### src/rtl/vga_mem_pkg.sv
// Shared types and constants for the VGA frame fetch path.
//   WORDS_PER_FRAME : RAM words making up one 640x480 1-bpp frame.
//   fetch_state_t   : display fetch engine state.
//   grant_t         : owner of a RAM slot in a given cycle.
package vga_mem_pkg;

   localparam int WORDS_PER_FRAME = 19200;

   typedef enum logic {
      IDLE,
      FETCH
   } fetch_state_t;

   typedef enum logic [1:0] {
      GNT_NONE,
      GNT_DISP,
      GNT_WR
   } grant_t;

endpackage

### src/rtl/pix_word_fifo.sv
// Show-ahead pixel word FIFO: the head word is presented on data_o whenever
// the FIFO is non-empty, and pop_i retires it at the next clock edge.
//   clk_50   in   clock
//   reset_n  in   asynchronous active-low reset
//   clear_i  in   synchronous flush; wins over push/pop in the same cycle
//   push_i   in   write data_i (ignored when full unless a pop frees a slot)
//   data_i   in   word to push
//   pop_i    in   retire the head word (ignored when empty)
//   data_o   out  head word, zero when empty
//   valid_o  out  FIFO non-empty
//   count_o  out  number of stored words
module pix_word_fifo #(
   parameter int DATA_W     = 16,
   parameter int FIFO_DEPTH = 8
) (
   input  logic                               clk_50,
   input  logic                               reset_n,
   input  logic                               clear_i,
   input  logic                               push_i,
   input  logic [DATA_W-1:0]                  data_i,
   input  logic                               pop_i,
   output logic [DATA_W-1:0]                  data_o,
   output logic                               valid_o,
   output logic [$clog2(FIFO_DEPTH+1)-1:0]    count_o
);

   localparam int PTR_W = $clog2(FIFO_DEPTH);
   localparam int CNT_W = $clog2(FIFO_DEPTH + 1);

   // Head must be visible in the same cycle it is written behind, so the
   // storage is read combinationally; at this depth it stays in fabric.
   logic [DATA_W-1:0] mem_q [FIFO_DEPTH];

   logic [PTR_W-1:0] wr_ptr_q, wr_ptr_d;
   logic [PTR_W-1:0] rd_ptr_q, rd_ptr_d;
   logic [CNT_W-1:0] count_q, count_d;
   logic             do_push;
   logic             do_pop;
   logic             full;

   assign full    = (count_q == CNT_W'(FIFO_DEPTH));
   assign do_pop  = pop_i && (count_q != '0);
   assign do_push = push_i && (!full || do_pop);

   always_comb begin
      wr_ptr_d = wr_ptr_q;
      rd_ptr_d = rd_ptr_q;
      count_d  = count_q;
      if (clear_i) begin
         wr_ptr_d = '0;
         rd_ptr_d = '0;
         count_d  = '0;
      end else begin
         // Pointers wrap naturally because the depth is a power of two.
         if (do_push) wr_ptr_d = wr_ptr_q + PTR_W'(1);
         if (do_pop)  rd_ptr_d = rd_ptr_q + PTR_W'(1);
         case ({do_push, do_pop})
            2'b10:   count_d = count_q + CNT_W'(1);
            2'b01:   count_d = count_q - CNT_W'(1);
            default: count_d = count_q;
         endcase
      end
   end

   always_ff @(posedge clk_50 or negedge reset_n) begin
      if (!reset_n) begin
         wr_ptr_q <= '0;
         rd_ptr_q <= '0;
         count_q  <= '0;
      end else begin
         wr_ptr_q <= wr_ptr_d;
         rd_ptr_q <= rd_ptr_d;
         count_q  <= count_d;
      end
   end

   always_ff @(posedge clk_50) begin
      if (do_push && !clear_i) mem_q[wr_ptr_q] <= data_i;
   end

   assign valid_o = (count_q != '0);
   assign data_o  = valid_o ? mem_q[rd_ptr_q] : '0;
   assign count_o = count_q;

endmodule

### src/rtl/vga_frame_fetch_arbiter.sv
// Arbitrates the single-port frame RAM between the VGA display prefetch and
// the frame loader. Display words are fetched into a show-ahead FIFO; when
// the prefetch is short of LOW_WATER words the display owns every slot,
// otherwise slots alternate and an unused writer slot falls to display.
//   clk_50       in   clock
//   reset_n      in   asynchronous active-low reset
//   frame_start  in   pulse: restart fetch at word 0, flush FIFO and in-flight reads
//   pix_pop      in   consume FIFO head
//   pix_word     out  FIFO head word
//   pix_valid    out  FIFO non-empty
//   underflow    out  sticky: pop while empty (cleared by frame_start)
//   frame_done   out  pulse alongside the issue of the last frame word
//   wr_valid/wr_addr/wr_data  in   loader write request
//   wr_ready     out  combinational: write granted this cycle
//   mem_en/mem_we/mem_addr/mem_wdata  out  registered RAM command
//   mem_rdata    in   RAM data, one cycle after a read is sampled
module vga_frame_fetch_arbiter #(
   parameter int DATA_W          = 16,
   parameter int ADDR_W          = 15,
   parameter int WORDS_PER_FRAME = vga_mem_pkg::WORDS_PER_FRAME,
   parameter int FIFO_DEPTH      = 8,
   parameter int LOW_WATER       = 3
) (
   input  logic              clk_50,
   input  logic              reset_n,
   input  logic              frame_start,
   input  logic              pix_pop,
   output logic [DATA_W-1:0] pix_word,
   output logic              pix_valid,
   output logic              underflow,
   output logic              frame_done,
   input  logic              wr_valid,
   input  logic [ADDR_W-1:0] wr_addr,
   input  logic [DATA_W-1:0] wr_data,
   output logic              wr_ready,
   output logic              mem_en,
   output logic              mem_we,
   output logic [ADDR_W-1:0] mem_addr,
   output logic [DATA_W-1:0] mem_wdata,
   input  logic [DATA_W-1:0] mem_rdata
);

   import vga_mem_pkg::*;

   localparam int CNT_W  = $clog2(FIFO_DEPTH + 1);
   localparam int FILL_W = CNT_W + 1;
   localparam logic [ADDR_W-1:0] LAST_ADDR = ADDR_W'(WORDS_PER_FRAME - 1);

   fetch_state_t      state_q, state_d;
   logic [ADDR_W-1:0] rd_addr_q, rd_addr_d;
   logic [CNT_W-1:0]  inflight_q, inflight_d;
   logic              last_wr_q, last_wr_d;
   logic              rd_pend_q, rd_pend_d;
   logic              underflow_q, underflow_d;
   logic              frame_done_q, frame_done_d;
   logic              mem_en_q, mem_en_d;
   logic              mem_we_q, mem_we_d;
   logic [ADDR_W-1:0] mem_addr_q, mem_addr_d;
   logic [DATA_W-1:0] mem_wdata_q, mem_wdata_d;

   grant_t            grant;
   logic [CNT_W-1:0]  fifo_count;
   logic              fifo_valid;
   logic [FILL_W-1:0] fill;
   logic              need;
   logic              issue_disp;

   pix_word_fifo #(
      .DATA_W     (DATA_W),
      .FIFO_DEPTH (FIFO_DEPTH)
   ) u_fifo (
      .clk_50  (clk_50),
      .reset_n (reset_n),
      .clear_i (frame_start),
      .push_i  (rd_pend_q),
      .data_i  (mem_rdata),
      .pop_i   (pix_pop),
      .data_o  (pix_word),
      .valid_o (fifo_valid),
      .count_o (fifo_count)
   );

   // Fill counts words already buffered plus reads still on their way, so
   // the FIFO can never be over-subscribed.
   assign fill = {1'b0, fifo_count} + {1'b0, inflight_q};
   assign need = (state_q == FETCH) && (fill < FILL_W'(FIFO_DEPTH));

   always_comb begin
      grant = GNT_NONE;
      if (frame_start || !need) begin
         if (wr_valid) grant = GNT_WR;
      end else if (fill < FILL_W'(LOW_WATER)) begin
         grant = GNT_DISP;
      end else if (last_wr_q || !wr_valid) begin
         grant = GNT_DISP;
      end else begin
         grant = GNT_WR;
      end
   end

   assign issue_disp = (grant == GNT_DISP);
   assign wr_ready   = (grant == GNT_WR) && reset_n;

   always_comb begin
      state_d      = state_q;
      rd_addr_d    = rd_addr_q;
      last_wr_d    = last_wr_q;
      underflow_d  = underflow_q;
      frame_done_d = 1'b0;
      mem_en_d     = 1'b0;
      mem_we_d     = 1'b0;
      mem_addr_d   = mem_addr_q;
      mem_wdata_d  = mem_wdata_q;
      // A read on the bus now is sampled by the RAM at this edge and its
      // data is pushed one cycle later.
      rd_pend_d    = mem_en_q && !mem_we_q;
      inflight_d   = inflight_q + {{(CNT_W-1){1'b0}}, issue_disp}
                                - {{(CNT_W-1){1'b0}}, rd_pend_q};

      if (pix_pop && !fifo_valid) underflow_d = 1'b1;

      case (grant)
         GNT_DISP: begin
            mem_en_d     = 1'b1;
            mem_addr_d   = rd_addr_q;
            rd_addr_d    = rd_addr_q + ADDR_W'(1);
            last_wr_d    = 1'b0;
            if (rd_addr_q == LAST_ADDR) begin
               frame_done_d = 1'b1;
               state_d      = IDLE;
            end
         end
         GNT_WR: begin
            mem_en_d    = 1'b1;
            mem_we_d    = 1'b1;
            mem_addr_d  = wr_addr;
            mem_wdata_d = wr_data;
            last_wr_d   = 1'b1;
         end
         default: ;
      endcase

      // Restart: the read sampled at this edge belongs to the old frame, so
      // its return is suppressed; the one returning now is flushed by clear.
      if (frame_start) begin
         state_d     = FETCH;
         rd_addr_d   = '0;
         inflight_d  = '0;
         rd_pend_d   = 1'b0;
         underflow_d = 1'b0;
      end
   end

   always_ff @(posedge clk_50 or negedge reset_n) begin
      if (!reset_n) begin
         state_q      <= IDLE;
         rd_addr_q    <= '0;
         inflight_q   <= '0;
         last_wr_q    <= 1'b1;
         rd_pend_q    <= 1'b0;
         underflow_q  <= 1'b0;
         frame_done_q <= 1'b0;
         mem_en_q     <= 1'b0;
         mem_we_q     <= 1'b0;
         mem_addr_q   <= '0;
         mem_wdata_q  <= '0;
      end else begin
         state_q      <= state_d;
         rd_addr_q    <= rd_addr_d;
         inflight_q   <= inflight_d;
         last_wr_q    <= last_wr_d;
         rd_pend_q    <= rd_pend_d;
         underflow_q  <= underflow_d;
         frame_done_q <= frame_done_d;
         mem_en_q     <= mem_en_d;
         mem_we_q     <= mem_we_d;
         mem_addr_q   <= mem_addr_d;
         mem_wdata_q  <= mem_wdata_d;
      end
   end

   assign pix_valid  = fifo_valid;
   assign underflow  = underflow_q;
   assign frame_done = frame_done_q;
   assign mem_en     = mem_en_q;
   assign mem_we     = mem_we_q;
   assign mem_addr   = mem_addr_q;
   assign mem_wdata  = mem_wdata_q;

endmodule

### config.mk
export PLATFORM = sky130hd
export DESIGN_NAME = vga_frame_fetch_arbiter
export DESIGN_NICKNAME = d
export VERILOG_FILES = /design/src/rtl/vga_mem_pkg.sv /design/src/rtl/pix_word_fifo.sv /design/src/rtl/vga_frame_fetch_arbiter.sv
export SDC_FILE = /design/constraint.sdc
export NUM_CORES = 1
export LEC_CHECK = 0
export ABC_AREA = 0
export CAP_MARGIN = 15
export CORE_UTILIZATION = 30
export DETAILED_ROUTE_END_ITERATION = 7
export MAX_ROUTING_LAYER = met4
export SYNTH_ARGS = -nofsm -noshare
export SYNTH_HDL_FRONTEND = slang
export SYNTH_SLANG_ARGS = --single-unit
### constraint.sdc
create_clock -name clk_50 -period 7.9 [get_ports clk_50]
set_input_delay 1.58 -clock clk_50 [delete_from_list [all_inputs] [get_ports clk_50]]
set_output_delay 1.58 -clock clk_50 [all_outputs]
set_load 0.01 [all_outputs]
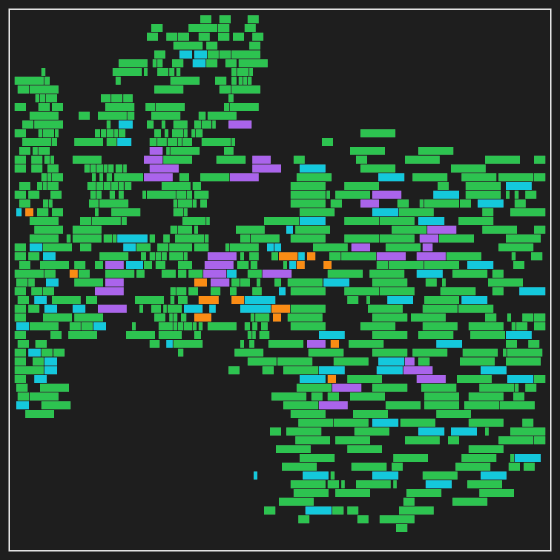
Fig. 1. Cell sizes after repair (run 1).
[_2 cells] cyan | cells: 67
[_3 and _4 cells] orange | cells: 14
[_6 and larger] purple | cells: 31
[_0 and _1 cells] green | cells: 519
number of buffers outside the clock class in the layout: 111
synthesis-to-finish area growth: 25.5%
Finished Cell Area: 0.0103 mm²

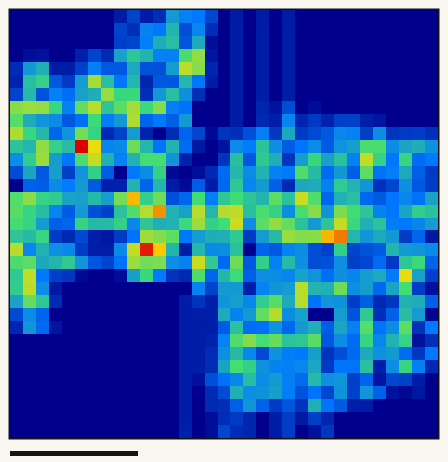
Fig. 2. Routed metal per tile (run 1).
Bar = 50 µm. The die is cut into 33 by 33 equal tiles; dark blue is low, red is high, scaled to the fullest tile. Values are wire area over tile area, all layers added.
emptiest ninth of the die: south-west
fullest tile: 0.45
tiles over half the peak: 9.3%
mean over tiles: 0.093
nearly empty tiles: 31%
number of vias after detailed routing: 4664
total track usage: 0.130
post-detailed-route wirelength per cell: 17.4 µm
total wire length after detailed routing: 16.9 mm

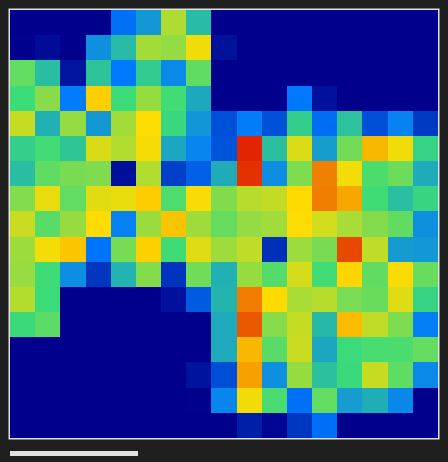
Fig. 3. Placement density heat map (run 1).
Bar = 50 µm. The die is cut into 17 by 17 equal tiles; dark blue is low, red is high, 0 to 100% covered.
tiles over 75% full: 6.9%
densest ninth of the die: east
mean over tiles: 35%
emptiest ninth of the die: south-west
nearly empty tiles: 30%
fullest tile: 96%

==> highlights.md, run 1 <==
- **fp_density** 0.306
- **library cell with the highest instance count after synthesis** sky130_fd_sc_hd__edfxtp_1
- **yosys synthesis warning count** 0
- **area of the chip** 0.0280 mm²
- **skew final** 0.0167 ns
- **top cell types by occurrence after synthesis** sky130_fd_sc_hd__edfxtp_1, sky130_fd_sc_hd__dfrtp_1, sky130_fd_sc_hd__nor2_1
- **Util after Layout** 0.384
- **share of flip-flops with an asynchronous set or reset after synthesis** 0.344
- **ratio of cells with drive above 1 in the final layout** 0.177
- **met3 usage** 0.0298
- **most area-consuming cells after synthesis** sky130_fd_sc_hd__edfxtp_1, sky130_fd_sc_hd__dfrtp_1, sky130_fd_sc_hd__mux4_2
- **# rows** 60
- **Synth area leader** sky130_fd_sc_hd__edfxtp_1
- **TritonCTS Buffers** 17
- **n_diodes** 0
- **critical path's largest stage delay** 0.78 ns
- **P per Cell Area** 309 mW/mm²
- **Hold Path Origin** mem_we
- **depth of the critical timing path with buffers and inverters included** 8
- **hold violation total from the final report** 0
- **hold_buf cts** 0
- **H-tree level count** 4
- **post-route fraction of the period consumed by the critical path** 0.764
- **Syn Inst Count** 513
- **Worst R2R Setup Slack** 4.40 ns
- **outcome** complete, no violations
- **Metal-1 WL** 7.58 mm
- **met1 capacity usage during global routing** 0.156
- **clock share of power** 0.288
- **signal arrival time at the worst endpoint** 4.46 ns
- **first-pass GRT wire length** 27.1 mm
## run 1: area by class of cell
type	count	area (µm²)	share of cell area
tap	341	427	0.0414
clock inverter	15	223	0.0216
sequential	195	5520	0.536
multi-input combinational	280	2570	0.250
inverter	13	48.8	0.00473
timing repair buffer	111	1090	0.106
clock buffer	17	425	0.0413
## run 1: registers in the layout (all words and copies together) (netlist names), 3 cells and up
register,flops
rd_addr_q,15
mem_wdata,16
u_fifo.rd_ptr_q,3
u_fifo.mem_q,128
inflight_q,4
mem_addr,15
u_fifo.wr_ptr_q,3
u_fifo.count_o,4
Fig. 4: run 1, track usage over the die
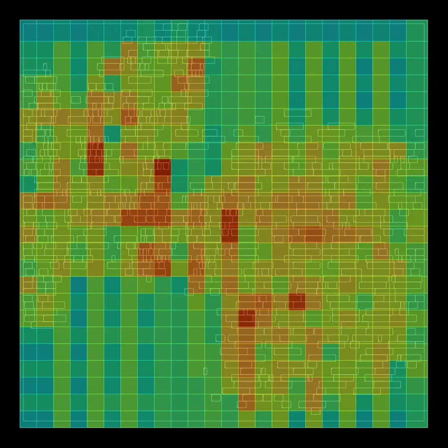

## Run 2: what changed since run 1
clock period = 4.94 ns   (was 7.9 ns; I/O delays follow)
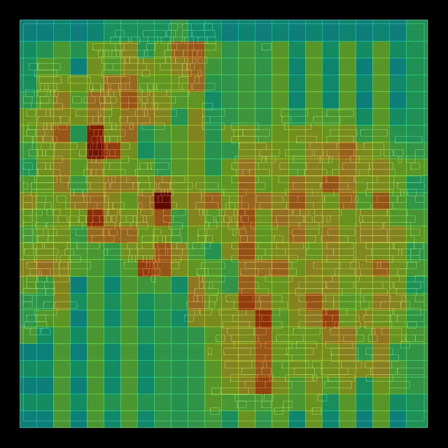
Fig. 5. Track usage over the die (run 2).
met1 capacity usage during global routing: 0.170
met3 usage: 0.0286

==> run 2 against run 1 <==
  * Clock power up 58%
  * Final area is essentially flat
  * Non-clock buffer count is 7 higher
  * Clock skew fell by 0.0086 ns
  * Area after synthesis did not move
  * First-iteration DRC count grew 17%
  * Flip-flop count unchanged
  * Critical endpoint unchanged
==> highlights.md, run 2 <==
- **footprint of the multi-input gates** 0.00254 mm², -1.1%
- **share of flip-flops with an asynchronous set or reset after synthesis** 0.344, unchanged
- **Finished Cell Area** 0.0103 mm², about the same
- **Worst R2R Setup Slack** 1.42 ns, -2.98 ns
- **total wire length after detailed routing** 17.0 mm, +0.17%
- **P per Cell Area** 492 mW/mm², +59%
- **outcome** complete, no violations
- **Syn Inst Count** 513, unchanged
- **hold_buf cts** 0, unchanged
- **library cell with the highest instance count after synthesis** sky130_fd_sc_hd__edfxtp_1
- **most area-consuming cells after synthesis** sky130_fd_sc_hd__edfxtp_1, sky130_fd_sc_hd__dfrtp_1, sky130_fd_sc_hd__mux4_2
- **final-layout non-clock buffer area share** 0.112, +0.00630
- **largest class** flip-flops and latches
- **H-tree level count** 4, unchanged
- **critical path's largest stage delay** 0.48 ns, -0.30 ns
- **Reg area** 0.00552 mm², unchanged
- **Metal-1 WL** 7.81 mm, +3.0%
- **skew final** 0.00815 ns, -0.00858 ns
- **first-pass GRT wire length** 27.7 mm, +2.2%
- **flip-flop count of the largest register after layout** 128, unchanged
- **multi-input logic portion of the cell area** 0.247, -0.00270
- **number of vias after detailed routing** 4706, +0.90%
- **num tapcells** 341, unchanged
- **# rows** 60, unchanged
- **CLK BUF** 21, +4
- **total track usage** 0.133, +0.00342
- **proportion of cell area occupied by registers** 0.536, about the same
- **post-detailed-route wirelength per cell** 17.3 µm, -0.55%
- **comb_multi_in** 280, unchanged
- **top cell types by occurrence after synthesis** sky130_fd_sc_hd__edfxtp_1, sky130_fd_sc_hd__dfrtp_1, sky130_fd_sc_hd__nor2_1
- **clock tree cell share of total cell area** 0.0593, -0.00353
- **register with the most flip-flops** u_fifo.mem_q
- **fp_density** 0.306, unchanged
- **Logic inverters** 13, unchanged
- **Flop Count** 195, unchanged
- **TritonCTS Buffers** 17, unchanged
- **Synth area leader** sky130_fd_sc_hd__edfxtp_1
- **Util after Layout** 0.384, about the same
- **hold violation total from the final report** 0, unchanged
## run 2: power breakdown
group,switching (mW),internal [mW],total (mW)
sequential,0.170,1.92,2.09
combinational,0.716,0.823,1.54
clock,0.619,0.826,1.45
## run 2: worst max-delay path by stage
| stage | start | to | slack, ns | cells after the start |
|---|---|---|---|---|
| finish | u_fifo.count_o[0] | wr_ready | 0.95 | 8 |
| global route | u_fifo.count_o[1] | wr_ready | 0.79 | 8 |
| CTS | u_fifo.count_o[0] | wr_ready | 0.93 | 8 |
| detailed placement | frame_start | inflight_q[2] | 1.05 | 12 |
| global placement | frame_start | wr_ready | 1.10 | 7 |
| floorplan | frame_start | wr_ready | 1.48 | 8 |
Fig. 6: run 2, cell sizes after repair
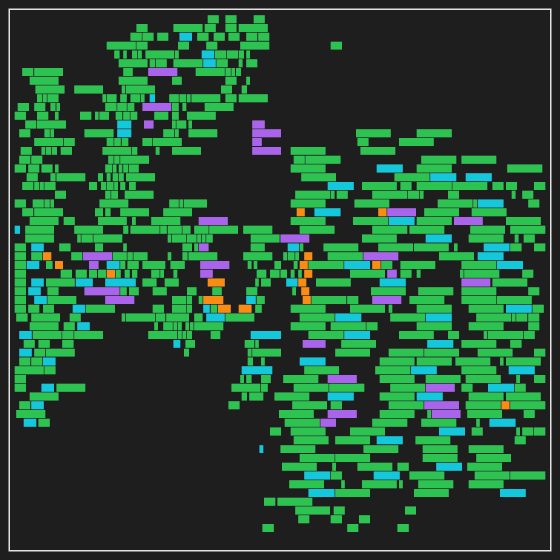

## Run 3: what changed since run 2
clock period = 3.3 ns   (was 4.94 ns; I/O delays follow)
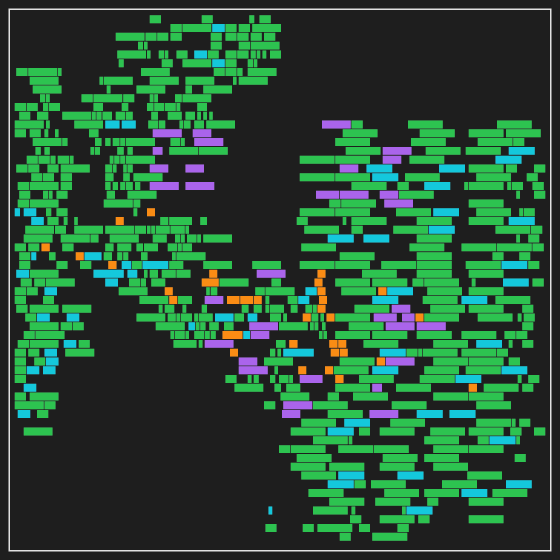
Fig. 7. Cell sizes after repair (run 3).
[_6 and larger] purple | cells: 34
[_2 cells] cyan | cells: 66
[_0 and _1 cells] green | cells: 522
[_3 and _4 cells] orange | cells: 33

==> run 3 against run 2 <==
  * Final area up 1.8%
  * Global-route usage down 0.39 points
  * Clock skew up 0.0093 ns
  * Area after synthesis unchanged
  * Clock power up 51%
  * Die area unchanged
  * Sequential share of layout area down 0.96 points
  * Total power up 52%
  * Sequential power up 46%
  * Critical path depth down 2
  * Highest routed layer unchanged
==> highlights.md, run 3 <==
- **final-layout non-clock buffer area share** 0.123, +0.0109
- **share of flip-flops with an asynchronous set or reset after synthesis** 0.344, unchanged
- **hold violation total from the final report** 0, unchanged
- **footprint of the multi-input gates** 0.00255 mm², +0.39%
- **Syn Inst Count** 513, unchanged
- **largest class** flip-flops and latches
- **first-pass GRT wire length** 27.0 mm, -2.3%
- **CLK BUF** 17, -19%
- **number of distinct standard cells referenced by the synthesized netlist** 50
- **fp_density** 0.306, unchanged
- **net switching power figure** 2.45 mW, +63%
- **met3 usage** 0.0291, +0.000473
- **met1 capacity usage during global routing** 0.154, -0.0153
- **depth of the critical timing path with buffers and inverters included** 6, -2
- **proportion of total power due to net switching** 0.318, +0.0217
- **Sequential Power Share** 0.397, -0.015
- **Reg area** 0.00552 mm², about the same
- **P per Cell Area** 733 mW/mm², +49%
- **# rows** 60, unchanged
- **proportion of cell area occupied by registers** 0.526, -0.00957
- **num tapcells** 341, unchanged
- **H-tree level count** 4, unchanged
- **Synth area leader** sky130_fd_sc_hd__edfxtp_1
- **clock tree cell share of total cell area** 0.0622, +0.00289
- **hold_buf cts** 0, unchanged
- **power of the combinational group** 2.46 mW, +60%
- **multi-input logic portion of the cell area** 0.243, -0.00340
- **total wire length after detailed routing** 16.6 mm, -2.3%
- **register with the most flip-flops** u_fifo.mem_q
- **outcome** complete, no violations
- **buffers inserted during post-CTS setup optimization** 0
- **most area-consuming cells after synthesis** sky130_fd_sc_hd__edfxtp_1, sky130_fd_sc_hd__dfrtp_1, sky130_fd_sc_hd__mux4_2
- **Comb pwr share** 0.319, +0.016
- **comb_multi_in** 280, unchanged
- **Flop Count** 195, unchanged
- **Finished Cell Area** 0.0105 mm², +1.8%
- **launch point of the critical path** u_fifo.count_o[1]
- **total track usage** 0.129, -0.00394
- **library cell with the highest instance count after synthesis** sky130_fd_sc_hd__edfxtp_1
- **Logic inverters** 13, unchanged
- **clock share of power** 0.284, about the same
## run 3: per-layer routing
metal,wire [µm],share of wire
met2,8460,0.51
met5,0,0
met3,584,0.035
met4,122,0.0074
met1,7420,0.45
## run 3: through the flow
step,cells,utilization
2_1_floorplan,513,-
3_3_place_gp,961,0.365
3_5_place_dp,961,0.365
4_1_cts,993,0.390
5_1_grt,996,0.391
6_report,996,0.391
## run 3: logic make-up (layout without fill, tap and decap cells)
logic type,Yosys count,in the layout,share of synthesized area
AOI/OAI and AO/OA,48,48,0.0361
xor gates and xnor gates,20,20,0.0213
and+or+nand+nor,110,110,0.0664
DFF,195,195,0.672
adders and majority gates,18,18,0.0302
muxes,84,84,0.154
buffers and inverters,38,180,0.0192
Power figures rest on the tool's default switching activity, not on a simulated workload.
